## src/rtl/i2c_led_pwm.sv

```systemverilog
// I2C target with LED_CNT PWM brightness channels and an auto-incrementing register pointer.
// Define I2C_LED_PWM_READ_EN to build read transactions; otherwise R/W=1 addresses are NACKed.
module i2c_led_pwm #(
  parameter logic [6:0] ADDRESS     = 7'h4A,
  parameter int         LED_CNT     = 4,
  parameter int         PWM_WIDTH   = 8,
  parameter int         SYNC_STAGES = 2
) (
  input  logic               clk,
  input  logic               rst_n,
  input  logic               scl_i,
  output logic               scl_o,
  input  logic               sda_i,
  output logic               sda_o,
  output logic [LED_CNT-1:0] led_o
);

  // state      | meaning
  // IDLE       | bus free, waiting for START
  // ADDR       | shifting in address + R/W
  // ADDR_ACK   | driving address ACK
  // PTR        | shifting in register pointer
  // PTR_ACK    | driving pointer ACK
  // WDATA      | shifting in duty byte
  // WDATA_ACK  | driving data ACK
  // RDATA      | shifting out duty byte
  // RDATA_MACK | sampling master ACK/NACK
  // WAIT       | not addressed, ignore bus until START/STOP
  typedef enum logic [3:0] {
    IDLE, ADDR, ADDR_ACK, PTR, PTR_ACK, WDATA, WDATA_ACK, RDATA, RDATA_MACK, WAIT
  } state_t;

`ifdef I2C_LED_PWM_READ_EN
  localparam bit READ_OK = 1'b1;
`else
  localparam bit READ_OK = 1'b0;
`endif
  localparam logic [PWM_WIDTH-1:0] CNT_TOP = {{(PWM_WIDTH-1){1'b1}}, 1'b0};

  logic [SYNC_STAGES-1:0] scl_sync, sda_sync;
  logic                   scl_d, sda_d, scl_s, sda_s;
  logic                   scl_rise, scl_fall, start_det, stop_det;
  state_t                 state;
  logic [3:0]             bit_cnt;
  logic [7:0]             shift;
  logic [7:0]             ptr, ptr_inc;
  logic                   in_range, wr_en;
  logic [PWM_WIDTH-1:0]   wr_val;
  logic [PWM_WIDTH-1:0]   duty   [LED_CNT];
  logic [PWM_WIDTH-1:0]   shadow [LED_CNT];
  logic [PWM_WIDTH-1:0]   cnt;

  assign scl_o = 1'b1;

  always_ff @(posedge clk or negedge rst_n) begin
    if (!rst_n) begin
      scl_sync <= '1;
      sda_sync <= '1;
      scl_d    <= 1'b1;
      sda_d    <= 1'b1;
    end else begin
      scl_sync <= {scl_sync[SYNC_STAGES-2:0], scl_i};
      sda_sync <= {sda_sync[SYNC_STAGES-2:0], sda_i};
      scl_d    <= scl_sync[SYNC_STAGES-1];
      sda_d    <= sda_sync[SYNC_STAGES-1];
    end
  end

  assign scl_s     = scl_sync[SYNC_STAGES-1];
  assign sda_s     = sda_sync[SYNC_STAGES-1];
  assign scl_rise  = scl_s & ~scl_d;
  assign scl_fall  = ~scl_s & scl_d;
  assign start_det = scl_s & scl_d & sda_d & ~sda_s;
  assign stop_det  = scl_s & scl_d & ~sda_d & sda_s;

  // Out-of-range pointers wrap to 0 just like the last valid channel.
  assign ptr_inc  = (ptr >= 8'(LED_CNT - 1)) ? 8'd0 : ptr + 8'd1;
  assign in_range = (ptr < 8'(LED_CNT));
  assign wr_val   = shift[7 -: PWM_WIDTH];
  assign wr_en    = (state == WDATA) && scl_fall && (bit_cnt == 4'd8) &&
                    !start_det && !stop_det && in_range;

`ifdef I2C_LED_PWM_READ_EN
  logic [7:0] rd_byte;
  always_comb begin
    rd_byte = '0;
    for (int n = 0; n < LED_CNT; n++)
      if (ptr == 8'(n)) rd_byte[7 -: PWM_WIDTH] = duty[n];
  end
`endif

  always_ff @(posedge clk or negedge rst_n) begin
    if (!rst_n) begin
      state   <= IDLE;
      bit_cnt <= '0;
      shift   <= '0;
      ptr     <= '0;
      sda_o   <= 1'b1;
    end else if (start_det) begin
      state   <= ADDR;
      bit_cnt <= '0;
      sda_o   <= 1'b1;
    end else if (stop_det) begin
      state <= IDLE;
      sda_o <= 1'b1;
    end else begin
      case (state)
        ADDR, PTR, WDATA: begin
          if (scl_rise && bit_cnt != 4'd8) begin
            shift   <= {shift[6:0], sda_s};
            bit_cnt <= bit_cnt + 4'd1;
          end else if (scl_fall && bit_cnt == 4'd8) begin
            bit_cnt <= '0;
            if (state == ADDR) begin
              if (shift[7:1] == ADDRESS && (!shift[0] || READ_OK)) begin
                state <= ADDR_ACK;
                sda_o <= 1'b0;
              end else begin
                state <= WAIT;
                sda_o <= 1'b1;
              end
            end else if (state == PTR) begin
              state <= PTR_ACK;
              sda_o <= 1'b0;
              ptr   <= shift;
            end else begin
              state <= WDATA_ACK;
              sda_o <= 1'b0;
              ptr   <= ptr_inc;
            end
          end
        end
        ADDR_ACK: if (scl_fall) begin
`ifdef I2C_LED_PWM_READ_EN
          if (shift[0]) begin
            state <= RDATA;
            sda_o <= rd_byte[7];
            shift <= {rd_byte[6:0], 1'b0};
          end else
`endif
          begin
            state <= PTR;
            sda_o <= 1'b1;
          end
        end
        PTR_ACK, WDATA_ACK: if (scl_fall) begin
          state <= WDATA;
          sda_o <= 1'b1;
        end
`ifdef I2C_LED_PWM_READ_EN
        RDATA: begin
          if (scl_rise) begin
            bit_cnt <= bit_cnt + 4'd1;
          end else if (scl_fall) begin
            if (bit_cnt == 4'd8) begin
              state <= RDATA_MACK;
              sda_o <= 1'b1;
            end else begin
              sda_o <= shift[7];
              shift <= {shift[6:0], 1'b0};
            end
          end
        end
        // bit_cnt=9 marks a master ACK seen; the pointer is already advanced for the next byte.
        RDATA_MACK: begin
          if (scl_rise) begin
            if (!sda_s) begin
              ptr     <= ptr_inc;
              bit_cnt <= 4'd9;
            end else begin
              state <= WAIT;
            end
          end else if (scl_fall && bit_cnt == 4'd9) begin
            state   <= RDATA;
            bit_cnt <= '0;
            sda_o   <= rd_byte[7];
            shift   <= {rd_byte[6:0], 1'b0};
          end
        end
`endif
        default: ;
      endcase
    end
  end

  always_ff @(posedge clk or negedge rst_n) begin
    if (!rst_n) begin
      for (int n = 0; n < LED_CNT; n++) duty[n] <= '0;
    end else begin
      for (int n = 0; n < LED_CNT; n++)
        if (wr_en && ptr == 8'(n)) duty[n] <= wr_val;
    end
  end

  // Shadow loads on the wrap edge; a write landing on that edge is taken directly.
  always_ff @(posedge clk or negedge rst_n) begin
    if (!rst_n) begin
      cnt   <= '0;
      led_o <= '0;
      for (int n = 0; n < LED_CNT; n++) shadow[n] <= '0;
    end else begin
      cnt <= (cnt == CNT_TOP) ? '0 : cnt + 1'b1;
      for (int n = 0; n < LED_CNT; n++) begin
        led_o[n] <= (cnt < shadow[n]);
        if (cnt == CNT_TOP)
          shadow[n] <= (wr_en && ptr == 8'(n)) ? wr_val : duty[n];
      end
    end
  end

endmodule

```

## config.mk

```make
export PLATFORM = sky130hd
export DESIGN_NAME = i2c_led_pwm
export DESIGN_NICKNAME = d
export VERILOG_FILES = /design/src/rtl/i2c_led_pwm.sv
export SDC_FILE = /design/constraint.sdc
export NUM_CORES = 1
export LEC_CHECK = 0
export CAP_MARGIN = 15
export CORE_MARGIN = 2
export CORE_UTILIZATION = 55
export DETAILED_ROUTE_END_ITERATION = 6
export GPL_TIMING_DRIVEN = 0
export PLACE_DENSITY = 0.72
export SLEW_MARGIN = 0
export SYNTH_ARGS = -nofsm -noshare
export SYNTH_HDL_FRONTEND = slang
export SYNTH_SLANG_ARGS = --single-unit
```

## constraint.sdc

```tcl
create_clock -name clk -period 3.5 [get_ports clk]
set_clock_uncertainty 0.2 [all_clocks]
set_input_delay 0.525 -clock clk [delete_from_list [all_inputs] [get_ports clk]]
set_output_delay 0.525 -clock clk [all_outputs]
set_load 0.02 [all_outputs]
```

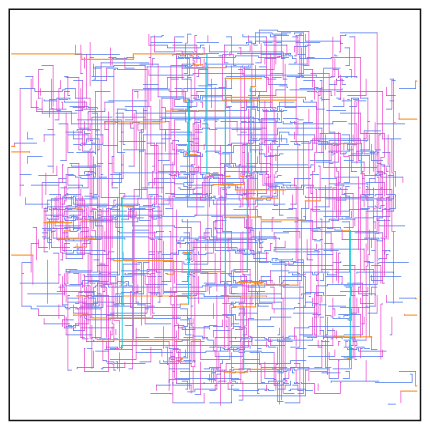
Fig. 1. Wiring by layer (run 1).
(4 px per micron)
colour	layer	wire length
cyan	metal 4	290 microns
blue	metal 1	5040 microns
orange	metal 3	443 microns
magenta	metal 2	5680 microns

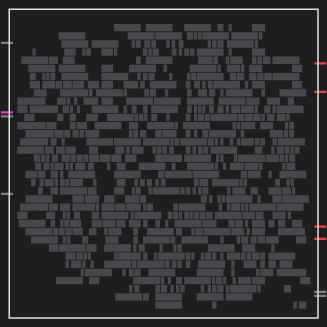
Fig. 2. Pin placement (run 1).
(3 px per micron) Pins as bars across the die edge, other pins in grey.
colour	port	pins	direction	edge
magenta	scl_i	1	input	west
red	led_o	4	output	east
all pins by edge	6 east, 4 west

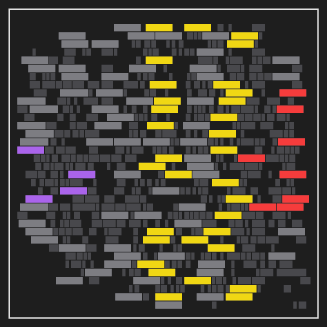
Fig. 3. Sequential cells coloured by netlist name (run 1).
(3 px per micron)
colour	netlist name	flops
purple	state	4
yellow	shadow	32
red	cnt	8
not coloured	63

## run 1: logic make-up (layout without fill, tap and decap cells)
kind of cell	after synthesis	count (layout)	synth area share
mux	16	16	0.0322
compound gates	117	117	0.139
simple gates	182	182	0.174
xor+xnor	7	7	0.0115
flops	107	107	0.504
buf+inv	68	94	0.0540
fa+ha+maj	36	36	0.0845
other cells	1	1	0.000704
## run 1: final cells by class
cell class / instances / area [sq um] / share of cell area
buffer: 27 / 134 / 0.0231
timing repair buffer: 10 / 115 / 0.0198
multi-input combinational: 359 / 2360 / 0.406
tap: 129 / 161 / 0.0278
sequential: 107 / 2690 / 0.463
clock inverter: 5 / 42.5 / 0.00733
inverter: 41 / 154 / 0.0265
clock buffer: 11 / 151 / 0.0261
## run 1: flip-flops by register name, summed over array words and instances, names as in the netlist
name	count
bit_cnt	4
cnt	8
duty	32
led_o	4
ptr	8
scl_d	1
scl_sync	2
sda_d	1
sda_o	1
sda_sync	2
shadow	32
shift	8
state	4
## run 1: layer usage
layer	share of wire	routed length, microns	GRT usage
met1	0.44	5040	0.310
met2	0.50	5680	0.403
met3	0.039	443	0.0506
met4	0.025	290	0.0944
met5	0	0	0
## run 1: worst min path at each step
stage	cells after the start	start	slack, ns	endpoint
final	0	scl_sync[0]$_DFF_PN1_	0.16	scl_sync[1]$_DFF_PN1_
after global routing	0	scl_sync[0]$_DFF_PN1_	0.17	scl_sync[1]$_DFF_PN1_
after CTS	0	scl_sync[0]$_DFF_PN1_	0.16	scl_sync[1]$_DFF_PN1_
after detailed placement	0	sda_sync[0]$_DFF_PN1_	0.15	sda_sync[1]$_DFF_PN1_
after global placement	0	scl_sync[0]$_DFF_PN1_	0.15	scl_sync[1]$_DFF_PN1_
after floorplan	0	rst_n	0.03	bit_cnt[0]$_DFFE_PN0P_
## run 1: where the power goes
part	internal (W)	switching, W
Clock	0.000307	0.000431
Combinational	0.000230	0.000360
Sequential	0.00133	0.000133
Total	0.00187	0.000924
## run 1: worst max-delay path: stages (launching register included)
cell and delay [ns]:
sky130_fd_sc_hd__dfrtp_1 0.42, sky130_fd_sc_hd__or4_4 0.57, sky130_fd_sc_hd__or4_4 0.59, sky130_fd_sc_hd__buf_6 0.17, sky130_fd_sc_hd__o21ai_1 0.18, sky130_fd_sc_hd__a31oi_1 0.11
## run 1: per-stage QoR
stage	area (sq um)	total power (W)
6_report	5800	0.00279
5_1_grt	5800	0.00293
4_1_cts	5800	0.00281
3_5_place_dp	5600	0.00207
3_3_place_gp	5570	0.00204
2_1_floorplan	5330	0.00185
## run 1: timing repair
action | in CTS | in global routing
hold endpoints to repair | 42 | 0
endpoints found under the setup margin | 0 | 0
setup buffers | 0 | 0
hold buffers | 1 | 0
==> summary.rpt, run 1 <==
PHYSICAL IMPLEMENTATION REPORT
----------------------------------------------------
[Layout]
  Most frequent standard cell in the layout excluding fill and tap cells ........................ sky130_fd_sc_hd__dfrtp_1
  Layout overhead on the synthesized area ........................ 8.83%
  Fin nets ........................ 595
  Fraction of layout cells with a size suffix above 1 ........................ 0.100
  Post-layout instance count excluding filler cells ........................ 689
  Diode insertion count for antenna repair ........................ 0
  Most used cells in the layout excluding fill and tap cells ........................ 100 x sky130_fd_sc_hd__dfrtp_1, 51 x sky130_fd_sc_hd__nor2_1, 43 x sky130_fd_sc_hd__nand2_1
  Final-layout fill cell count ........................ 764
  Post-Route Utilization ........................ 0.622

[Synthesis]
  Distinct lib cells used ........................ 55
  Post-synth top area share ........................ 0.469
  Cell type with the largest total area after synthesis ........................ sky130_fd_sc_hd__dfrtp_1
  Post-synthesis area per instance ........................ 9.98 sq um
  Cell count in the Yosys report ........................ 534
  Primary FF master, synth ........................ sky130_fd_sc_hd__dfrtp_1
  List of most frequent post-synthesis cells ........................ 100 x sky130_fd_sc_hd__dfrtp_1, 51 x sky130_fd_sc_hd__nor2_1, 43 x sky130_fd_sc_hd__nand2_1, 42 x sky130_fd_sc_hd__nand3_1, 41 x sky130_fd_sc_hd__inv_1
  Netlist area before placement ........................ 0.00533 sq mm
  Sequential area share after synthesis ........................ 0.504
  Floorplan net count ........................ 574
  Chip area from the yosys synthesis statistics ........................ 0.00533 sq mm
  Ys async rst share ........................ 1.00
  Most common cell in the synthesized netlist ........................ sky130_fd_sc_hd__dfrtp_1
  Count of synthesis-stage warnings from yosys ........................ 0
  Cells after Synth ........................ 534
  Count of flip-flops with a built-in enable after synthesis ........................ 0
  Top cells by area in the synthesized netlist ........................ sky130_fd_sc_hd__dfrtp_1 47%, sky130_fd_sc_hd__ha_1 8.5%, sky130_fd_sc_hd__a31oi_1 4.3%
  Number of flip-flops and latches in the synthesized netlist ........................ 107

[Clock tree]
  Maximum buffer depth of the clock tree ........................ 2
  Worst skew pair latency ........................ 0.37 ns
  Clock tree root driver cell ........................ sky130_fd_sc_hd__clkbuf_8
  H-tree depth reported by CTS ........................ 3
  Clock-pin slew of the registers on the worst-case setup and hold paths ........................ 0.10 ns
  Inserted Clock Buffers ........................ 9
  CTS tree ........................ built
  Number of gates resized after CTS ........................ 0
  Clock tree sinks ........................ 107

[Setup path]
  Kind of capture point of the worst setup path ........................ register
  CP endpoint ........................ shadow[4]$_DFFE_PN0N_
  R2R cell count ........................ 5
  Worst endpoint required time ........................ 3.54 ns
  Setup Crit Path Kind ........................ reg2reg
  Endpoint of the lowest-slack register-to-register path ........................ shadow[4]$_DFFE_PN0N_
  Crit path arrival time ........................ 2.42 ns
  Crit start category ........................ register
  Reg-to-reg critical path startpoint ........................ ptr[4]$_DFFE_PN0P_
  Crit-path max FO ........................ 10
  Launching instance or port of the critical path ........................ ptr[4]$_DFFE_PN0P_
  Register-to-register setup slack ........................ 1.11 ns

[Detailed routing]
  DRT antenna net count ........................ 0
  First-pass iteration count of the detailed router ........................ 5
  Detailed Route WL ........................ 11500 microns
  Detailed-route vias per instance ........................ 5.81
  Post-route DRC violation count ........................ 0
  Average wire per standard cell ........................ 16.6 microns
  Starting DRC count in detailed routing ........................ 257
  Via total after detailed routing ........................ 4004

[Die]
  Die area ........................ 0.0105 sq mm
  Number of top-level design ports ........................ 10
  Rows ........................ 35
  Core Area ........................ 0.00933 sq mm
  Chip Width ........................ 102 microns
  Floorplan Utilization ........................ 0.571

[GRT]
  Overall routing resource usage ........................ 0.242
  Final global-route overflow total ........................ 0
  Antenna violations before repair ........................ 0
  Via count of the first global-routing pass ........................ 4055
  Maximum number of pins on one net before global-route repair ........................ 60
  Global-route wire length before repair ........................ 19500 microns

[Place]
  Place WS ........................ 1.13 ns
  Buffers on Ports ........................ 8
  Detailed-placement wirelength estimate ........................ 8110 microns
  Final GP Congestion ........................ 0.880

[STA]
  Final critical-path setup slack ........................ 1.11 ns
  Post-route fraction of the period consumed by the critical path ........................ 0.682
  Number of endpoints failing setup at the final stage ........................ 0
  Unrepaired setup endpoints after global routing ........................ no
  Count of final hold-check violations ........................ 0
  Max frequency ........................ 419 MHz
  Total Negative Setup Slacks ........................ 0 ns
  Tightest slew margin relative to the limit ........................ 0.572
  Final-report max-slew violation count ........................ 0
  Pin slew with the least headroom to its limit ........................ 0.642 ns

[Status]
  Run status ........................ complete, no violations

[Worst hold path]
  Worst hold-check path type ........................ reg2reg

[Power]
  Leak Pwr ........................ 2.71 nW
  PD cells ........................ 481 mW/mm^2
  Maximum resistive drop on vdd ........................ 0.000347 V

[Job]
  Warning total across the stage logs ........................ 31

----------------------------------------------------
==> run 2, diff against run 1 <==
- clock period: 3.5 -> 2.3 ns (I/O delays scaled with it)
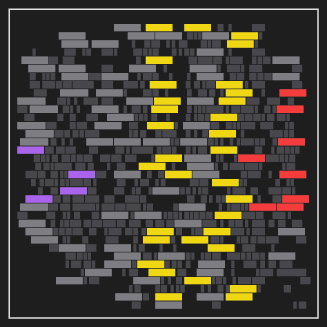
Fig. 4. Sequential cells coloured by netlist name (run 2).
(3 px per micron)
colour	netlist name	flops
yellow	shadow	32
purple	state	4
red	cnt	8
not coloured	63
sequential power: 0.00223 W
Post-Route Utilization: 0.643

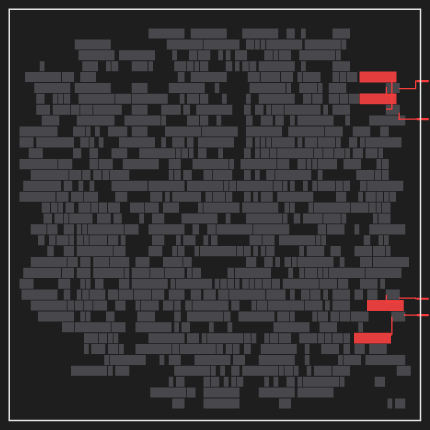
Fig. 5. Port wiring (run 2).
(4 px per micron)
colour	port	direction	edge	end cells	buffers	wire
red	led_o	output	east	4	4	44.3 microns
number of top-level design ports: 10
Buffers on Ports: 8

==> summary.rpt, run 2 <==
PHYSICAL IMPLEMENTATION REPORT
----------------------------------------------------
[Status]
  Run status ........................ complete, but fails checks (was complete, no violations)
  Violations in the final reports ........................ setup timing

[Detailed routing]
  First-pass iteration count of the detailed router ........................ 5 (unchanged)
  Average wire per standard cell ........................ 16.9 microns (was 16.6 microns)
  Detailed Route WL ........................ 11800 microns (was 11500 microns)
  Starting DRC count in detailed routing ........................ 318 (was 257)
  Top layer used by detailed routing ........................ met4 (unchanged)
  Post-route DRC violation count ........................ 0 (unchanged)
  Detailed-route vias per instance ........................ 5.93 (was 5.81)
  Via total after detailed routing ........................ 4134 (was 4004)
  DRT antenna net count ........................ 0 (unchanged)
  Routed met1 length ........................ 5120 microns (was 5040 microns)
  Routed met2 length ........................ 5770 microns (was 5680 microns)
  Met3 wire length ........................ 557 microns (was 443 microns)

[Worst hold path]
  Worst hold-check path type ........................ reg2reg (unchanged)

[Setup path]
  Most used cell along the critical path ........................ sky130_fd_sc_hd__or4_4 (unchanged)
  Worst endpoint required time ........................ 2.34 ns (was 3.54 ns)
  Critical Path, Cell by Cell ........................ or4_4 -> or4_4 -> buf_12 -> o21ai_2 -> a31oi_1 (was or4_4 -> or4_4 -> buf_6 -> o21ai_1 -> a31oi_1)
  Slowest cell on the critical path ........................ sky130_fd_sc_hd__or4_4 (unchanged)
  Kind of capture point of the worst setup path ........................ register (unchanged)
  Biggest cell delay along the critical path ........................ 0.60 ns (was 0.59 ns)
  Crit start category ........................ register (unchanged)
  Crit-path max FO ........................ 10 (unchanged)
  Crit path arrival time ........................ 2.41 ns (was 2.42 ns)
  Setup Crit Path Kind ........................ reg2reg (unchanged)

[STA]
  Pin slew with the least headroom to its limit ........................ 0.636 ns (was 0.642 ns)
  Count of final hold-check violations ........................ 0 (unchanged)
  Unrepaired setup endpoints after global routing ........................ yes (was no)
  Total Negative Setup Slacks ........................ -1.35 ns (was 0 ns)
  Final critical-path setup slack ........................ -0.0752 ns (was 1.11 ns)
  Number of endpoints failing setup at the final stage ........................ 42 (was 0)
  Post-route fraction of the period consumed by the critical path ........................ 1.03 (was 0.682)
  Tightest slew margin relative to the limit ........................ 0.576 (was 0.572)
  Fin crit period ........................ 2.38 ns (was 2.39 ns)
  Max frequency ........................ 421 MHz (was 419 MHz)
  Final-report max-slew violation count ........................ 0 (unchanged)

[Power]
  Leak Pwr ........................ 2.80 nW (was 2.71 nW)
  Maximum resistive drop on vdd ........................ 0.000527 V (was 0.000347 V)
  PD cells ........................ 720 mW/mm^2 (was 481 mW/mm^2)

[Synthesis]
  Netlist area before placement ........................ 0.00533 sq mm (unchanged)
  Cell type with the largest total area after synthesis ........................ sky130_fd_sc_hd__dfrtp_1 (unchanged)
  Post-synthesis area per instance ........................ 9.98 sq um (unchanged)
  Cell count in the Yosys report ........................ 534 (unchanged)
  Post-synth top area share ........................ 0.469 (unchanged)
  Count of synthesis-stage warnings from yosys ........................ 0 (unchanged)
  Number of flip-flops and latches in the synthesized netlist ........................ 107 (unchanged)
  Cells after Synth ........................ 534 (unchanged)
  Distinct lib cells used ........................ 55 (unchanged)
  Primary FF master, synth ........................ sky130_fd_sc_hd__dfrtp_1 (unchanged)
  Floorplan net count ........................ 574 (unchanged)
  Sequential area share after synthesis ........................ 0.504 (unchanged)
  List of most frequent post-synthesis cells ........................ 100 x sky130_fd_sc_hd__dfrtp_1, 51 x sky130_fd_sc_hd__nor2_1, 43 x sky130_fd_sc_hd__nand2_1, 42 x sky130_fd_sc_hd__nand3_1, 41 x sky130_fd_sc_hd__inv_1 (unchanged)
  Most common cell in the synthesized netlist ........................ sky130_fd_sc_hd__dfrtp_1 (unchanged)
  Count of flip-flops with a built-in enable after synthesis ........................ 0 (unchanged)
  Ys async rst share ........................ 1.00 (unchanged)
  Chip area from the yosys synthesis statistics ........................ 0.00533 sq mm (unchanged)
  Top cells by area in the synthesized netlist ........................ sky130_fd_sc_hd__dfrtp_1 47%, sky130_fd_sc_hd__ha_1 8.5%, sky130_fd_sc_hd__a31oi_1 4.3% (unchanged)

[Clock tree]
  Clock tree sinks ........................ 107 (unchanged)
  Clock tree root driver cell ........................ sky130_fd_sc_hd__clkbuf_8 (unchanged)
  Inserted Clock Buffers ........................ 9 (unchanged)
  CTS tree ........................ built (unchanged)
  H-tree depth reported by CTS ........................ 3 (unchanged)
  Clock-pin slew of the registers on the worst-case setup and hold paths ........................ 0.10 ns (about the same)
  Maximum buffer depth of the clock tree ........................ 2 (unchanged)
  Worst skew pair latency ........................ 0.38 ns (was 0.37 ns)

[Die]
  Core Area ........................ 0.00933 sq mm (unchanged)
  Floorplan Utilization ........................ 0.571 (unchanged)
  Chip Width ........................ 102 microns (unchanged)
  Rows ........................ 35 (unchanged)
  Die area ........................ 0.0105 sq mm (unchanged)
  Height of the chip ........................ 102 microns (unchanged)

[GRT]
  Antenna violations before repair ........................ 0 (unchanged)
  Maximum number of pins on one net before global-route repair ........................ 60 (unchanged)
  Via count of the first global-routing pass ........................ 4042 (was 4055)
  Global-route wire length before repair ........................ 19500 microns (about the same)
  Final global-route overflow total ........................ 0 (unchanged)
  Overall routing resource usage ........................ 0.242 (about the same)

[Layout]
  Final-layout fill cell count ........................ 736 (was 764)
  Layout overhead on the synthesized area ........................ 12.4% (was 8.83%)
  Largest registers ........................ duty (32), shadow (32) (unchanged)
  Diode insertion count for antenna repair ........................ 0 (unchanged)
  Design Area, Final ........................ 0.00599 sq mm (was 0.00580 sq mm)
  Fraction of layout cells with a size suffix above 1 ........................ 0.164 (was 0.100)
  Fin nets ........................ 603 (was 595)
  Most frequent standard cell in the layout excluding fill and tap cells ........................ sky130_fd_sc_hd__dfrtp_1 (unchanged)
  Most used cells in the layout excluding fill and tap cells ........................ 100 x sky130_fd_sc_hd__dfrtp_1, 51 x sky130_fd_sc_hd__nor2_1, 43 x sky130_fd_sc_hd__nand2_1 (unchanged)

[Place]
  Final GP Congestion ........................ 0.880 (unchanged)
  Place WS ........................ -0.0703 ns (was 1.13 ns)
  Detailed-placement wirelength estimate ........................ 8110 microns (unchanged)
  Cell Area, Placed ........................ 0.00560 sq mm (unchanged)

[Job]
  Max-cap violation count ........................ 0 (unchanged)
  Warning total across the stage logs ........................ 33 (was 31)

----------------------------------------------------
[run 2: cell type report]
| type | count | area [sq um] | area share |
|---|---|---|---|
| Timing Repair Buffer | 19 | 183 | 0.0305 |
| Multi-Input combinational cell | 359 | 2470 | 0.413 |
| Sequential cell | 107 | 2690 | 0.448 |
| Clock inverter | 5 | 42.5 | 0.00710 |
| Buffer | 26 | 141 | 0.0236 |
| Tap cell | 129 | 161 | 0.0269 |
| Inverter | 41 | 154 | 0.0257 |
| Clock buffer | 11 | 151 | 0.0253 |
[run 2: repair_timing]
action,CTS,global route
buffers inserted,1,8
hold buffers,1,0
endpoints found under the hold margin,42,0
gates resized,15,19
pin swaps,1,4
cloned,0,0
setup endpoints to repair,56,72
[run 2: path summary, 6_finish.rpt]
kind | startpoint | to | slack [ns] | depth (start not counted)
worst max-delay path | ptr[4]$_DFFE_PN0P_ | shadow[4]$_DFFE_PN0N_ | -0.08 | 5
worst min-delay path | scl_sync[0]$_DFF_PN1_ | scl_sync[1]$_DFF_PN1_ | 0.16 | 0
worst max register to register | ptr[4]$_DFFE_PN0P_ | shadow[4]$_DFFE_PN0N_ | -0.08 | 5
worst min register to register | scl_sync[0]$_DFF_PN1_ | scl_sync[1]$_DFF_PN1_ | 0.16 | 0
max in group asynchronous | rst_n | scl_d$_DFF_PN1_ | 0.81 | 3
min in group asynchronous | rst_n | shadow[20]$_DFFE_PN0N_ | 0.34 | 2
[run 2: layer usage]
metal | up-vias | GRT usage
li1 | 1962 | -
met1 | 2011 | 0.313
met2 | 129 | 0.404
met3 | 32 | 0.0506
met4 | 0 | 0.0913
met5 | - | 0
[run 2: report_power, final]
part	leakage [nW]	internal, W	switching [W]
Sequential	1.44	0.00202	0.000204
Clock	0.0969	0.000467	0.000665
Combinational	1.27	0.000372	0.000580
Total	2.80	0.00286	0.00145
[run 2: logic make-up (layout without fill, tap and decap cells)]
group,after synthesis,count (layout),share of synthesized area
adder cells (fa/ha/maj),36,36,0.0845
buffers and inverters,68,102,0.0540
flip-flops,107,107,0.504
XOR/XNOR,7,7,0.0115
multiplexers,16,16,0.0322
AND-OR/OR-AND,117,117,0.139
AND/OR/NAND/NOR,182,182,0.174
other,1,1,0.000704
[run 2: metrics by stage]
step	utilization	hold WS (ns)	std cells	power, W
after floorplan	-	-0.151	534	0.00281
after global placement	0.597	0.147	671	0.00310
after detailed placement	0.600	0.148	672	0.00315
after CTS	0.629	0.151	690	0.00428
after global routing	0.643	0.155	697	0.00451
final	0.643	0.162	697	0.00431
[run 2: critical path, delay by kind of cell (launching register included)]
kind | cells | cell delay (ns)
AND-OR/OR-AND | 2 | 0.28
buffers and inverters | 1 | 0.18
flip-flops | 1 | 0.40
AND/OR/NAND/NOR | 2 | 1.17
Power figures rest on the tool's default switching activity, not on a simulated workload.
